<file path="src/rtl/arb_client.sv">
// arb_client: requester-side controller for a two-input registered arbiter.
// Jobs from upstream are queued in a small FIFO. req is raised while work is
// pending, and each grant pops one job onto out_data/out_valid. The block also
// counts stale grants (a grant that arrives while the FIFO is empty) and flags
// starvation (req held too long without a grant).
module arb_client #(
  parameter int DATA_W       = 8,
  parameter int DEPTH        = 4,
  parameter int STARVE_LIMIT = 15
) (
  input  logic                       clk,
  input  logic                       reset,
  input  logic                       push_valid,
  input  logic [DATA_W-1:0]          push_data,
  output logic                       push_ready,
  output logic                       req,
  input  logic                       grant,
  output logic                       out_valid,
  output logic [DATA_W-1:0]          out_data,
  output logic [$clog2(DEPTH):0]     level,
  output logic                       starve,
  output logic [7:0]                 waste_cnt
);

  localparam int PW = $clog2(DEPTH);
  localparam int LW = PW + 1;
  localparam int SW = $clog2(STARVE_LIMIT + 1);
  localparam logic [LW-1:0] FULL = LW'(DEPTH);
  localparam logic [SW-1:0] SLIM = SW'(STARVE_LIMIT);

  logic [DATA_W-1:0] mem [DEPTH];
  logic [PW-1:0]     rd_ptr_reg, wr_ptr_reg;
  logic [LW-1:0]     count_reg;
  logic [SW-1:0]     starve_cnt_reg;
  logic [7:0]        waste_reg;
  logic              out_valid_reg;
  logic [DATA_W-1:0] out_data_reg;

  logic do_push, do_pop, stale;

  // Handshake decode. All outputs derive from registered state only, so
  // there is no combinational path from grant or push_valid to req.
  // push_ready folds in reset so nothing is accepted while reset is held.
  assign push_ready = !reset && (count_reg != FULL);
  assign req        = (count_reg != '0);
  assign do_push    = push_valid && push_ready;
  assign do_pop     = grant && req;
  assign stale      = grant && !req;

  assign level     = count_reg;
  assign out_valid = out_valid_reg;
  assign out_data  = out_data_reg;
  assign waste_cnt = waste_reg;
  assign starve    = (starve_cnt_reg == SLIM);

  // Storage write. The contents are left unreset on purpose: after a reset
  // they are never read until they have been written again.
  always_ff @(posedge clk) begin
    if (do_push) mem[wr_ptr_reg] <= push_data;
  end

  // FIFO pointers and occupancy. A push and a pop in the same cycle leave
  // the count unchanged. A push while full is already blocked by
  // push_ready, even if a pop happens in that cycle.
  always_ff @(posedge clk or posedge reset) begin
    if (reset) begin
      rd_ptr_reg <= '0;
      wr_ptr_reg <= '0;
      count_reg  <= '0;
    end else begin
      if (do_push) wr_ptr_reg <= wr_ptr_reg + PW'(1);
      if (do_pop)  rd_ptr_reg <= rd_ptr_reg + PW'(1);
      case ({do_push, do_pop})
        2'b10:   count_reg <= count_reg + LW'(1);
        2'b01:   count_reg <= count_reg - LW'(1);
        default: count_reg <= count_reg;
      endcase
    end
  end

  // Issue stage. A popped job appears on out_data for exactly one cycle
  // after the grant. out_data keeps its last value while out_valid is low.
  always_ff @(posedge clk or posedge reset) begin
    if (reset) begin
      out_valid_reg <= 1'b0;
      out_data_reg  <= '0;
    end else begin
      out_valid_reg <= do_pop;
      if (do_pop) out_data_reg <= mem[rd_ptr_reg];
    end
  end

  // Stale-grant counter. It saturates at 255.
  always_ff @(posedge clk or posedge reset) begin
    if (reset) begin
      waste_reg <= '0;
    end else if (stale && (waste_reg != 8'hFF)) begin
      waste_reg <= waste_reg + 8'd1;
    end
  end

  // Starvation counter. It counts consecutive cycles with req high and no
  // grant, saturates at the limit, and clears on any grant or when req is low.
  always_ff @(posedge clk or posedge reset) begin
    if (reset) begin
      starve_cnt_reg <= '0;
    end else if (req && !grant) begin
      if (starve_cnt_reg != SLIM) starve_cnt_reg <= starve_cnt_reg + SW'(1);
    end else begin
      starve_cnt_reg <= '0;
    end
  end

endmodule
</file>
<file path="config.mk">
export PLATFORM = sky130hd
export DESIGN_NAME = arb_client
export DESIGN_NICKNAME = d
export VERILOG_FILES = /design/src/rtl/arb_client.sv
export SDC_FILE = /design/constraint.sdc
export NUM_CORES = 1
export LEC_CHECK = 0
export ABC_CLOCK_PERIOD_IN_PS = 6200
export CAP_MARGIN = 20
export CORE_MARGIN = 2
export CORE_UTILIZATION = 45
export CTS_CLUSTER_DIAMETER = 120
export CTS_CLUSTER_SIZE = 8
export DETAILED_ROUTE_END_ITERATION = 6
export PLACE_DENSITY = 0.69
export SETUP_SLACK_MARGIN = 0.1
export SKIP_CTS_REPAIR_TIMING = 1
export SLEW_MARGIN = 10
export SYNTH_ARGS = -nofsm -noshare
export SYNTH_HDL_FRONTEND = slang
export SYNTH_SLANG_ARGS = --single-unit
</file>
<file path="constraint.sdc">
create_clock -name clk -period 6.2 [get_ports clk]
set_input_delay 0.62 -clock clk [delete_from_list [all_inputs] [get_ports clk]]
set_output_delay 0.62 -clock clk [all_outputs]
set_load 0.01 [all_outputs]
</file>
Fig. 1: cells colored by class
Fill, decap, tap and diode cells in gray.
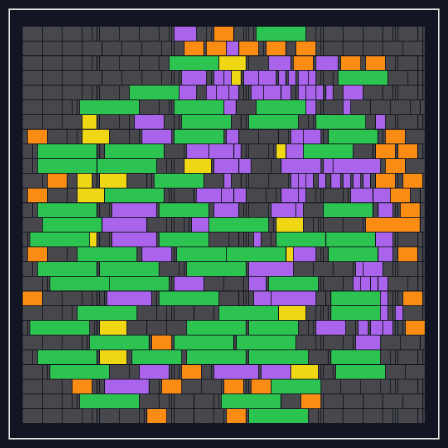
Key: purple = combinational and other logic [cells 96, share of their area 28%]; green = sequential cells [cells 60, share of their area 54%]; yellow = clock drivers and dummy loads [cells 16, share of their area 5.6%]; orange = remaining buffers and delay cells [cells 35, share of their area 12%]

Fig. 2: metal 3
The bar under the picture is 20 um long.
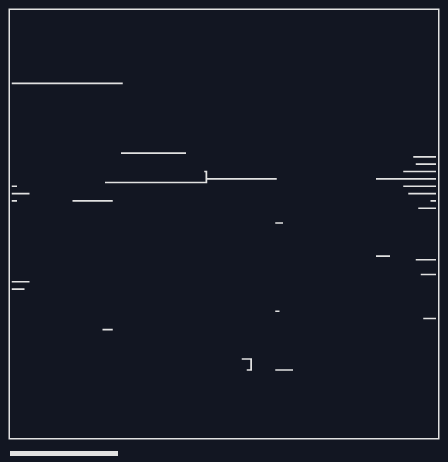
The wires run mostly horizontal. The layer carries 141 um of wire. The layer holds 3.2% of the routed length. 20 nets have wire on it.

Fig. 3: placed standard cells
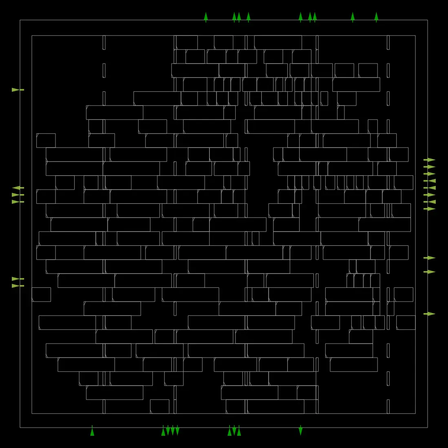
Seq area share: 52.87%
area of the core: 5473 um2

==> GITHUB_STEP_SUMMARY <==
### Flow metrics

| Metric | Value |
|---|---|
| Kind of path behind the tightest hold check | reg2reg |
| Most frequent logic cells in the routed design | 34 x sky130_fd_sc_hd__clkdlybuf4s50_1, 32 x sky130_fd_sc_hd__edfxtp_1, 28 x sky130_fd_sc_hd__dfrtp_1, 10 x sky130_fd_sc_hd__nand2_1, 10 x sky130_fd_sc_hd__clkbuf_8 |
| Non-CTS inverters | 8 |
| Number of cell instances after yosys synthesis | 159 |
| Post-place setup slack | 2.635 ns |
| Internal portion of total power | 0.9404 mW |
| Net switching share of the total power | 30.91% |
| Clock power frac | 22.4% |
| FF+latch area | 1662 um2 |
| Number of warnings in the stage logs | 29 |
| Total Nets Final | 222 |
| Non-Clock Buffer Count | 35 |
| Most used flip-flop cell | sky130_fd_sc_hd__edfxtp_1 |
| Setup TNS | 0 ns |
| WL per Instance | 15.80 um |
| Flip-flops with a built-in enable | 32 |
| Top cells by count | 32 x sky130_fd_sc_hd__edfxtp_1, 28 x sky130_fd_sc_hd__dfrtp_1, 10 x sky130_fd_sc_hd__nand2_1 |
| Simple share | 8.559% |
| Root buffer cell | sky130_fd_sc_hd__clkbuf_8 |
| Cell type with the largest total area | sky130_fd_sc_hd__edfxtp_1 |
| Wire length of the first global-routing pass | 7417 um |
| CP cell instances | clkdlybuf4s50_1 -> clkinv_1 -> nand2_1 -> a21oi_1 -> inv_1 -> ha_1 -> inv_1 -> fa_1 -> xor2_1 -> nor2_1 -> xor2_1 |
| Power density over the cells | 433.1 nW/um2 |
| Launching point of the worst reg2reg path | level[0] |
| Number of clock buffer instances in the layout | 12 |
| Overall power consumption | 1.361 mW |
| Placer's final routability congestion estimate | 0.6878 |
| Finish-stage setup viols | 0 |
| Combinational Area | 823.3 um2 |
| Critical Path Sink | level[2] |
| Leakage power of the design | 1.222 nW |
| Overall die height | 79.19 um |
| Final standard cell utilization of the core | 57.43% |
| # Max-Cap Violations | 0 |
| Final hold viol count | 0 |
| Port Buffers | 34 |
| Number of clock sinks | 60 |
| Post-synth design cell area | 2544 um2 |
| Worst path bufs/invs | 4 |
| Final global-route overflow total | 0 |
| Width of the chip | 79.19 um |
| Post-layout min period | 2.584 ns |
| P_clk | 0.305 mW |
| Routed metal-1 wire length | 1878 um |
| Actual slew at the worst max-slew pin | 0.5639 ns |
| Largest net degree at the start of global routing | 30 |
| Sw power | 0.4207 mW |
| Register area share after synthesis | 65.32% |
| Area contributors post-synth | sky130_fd_sc_hd__edfxtp_1 38%, sky130_fd_sc_hd__dfrtp_1 28%, sky130_fd_sc_hd__mux4_2 7.1% |
| Number of nets still failing antenna checks after routing | 0 |
| Cycle use final | 41.67% |
| Worst hold margin | 0.5210 ns |
| Initial core utilization | 46.48% |
| Setup WS post-layout | 3.616 ns |
| Result of the run | complete, no violations |
| Unique cell type count in the Yosys netlist | 30 |
Power is estimated from default activity; no workload was simulated.
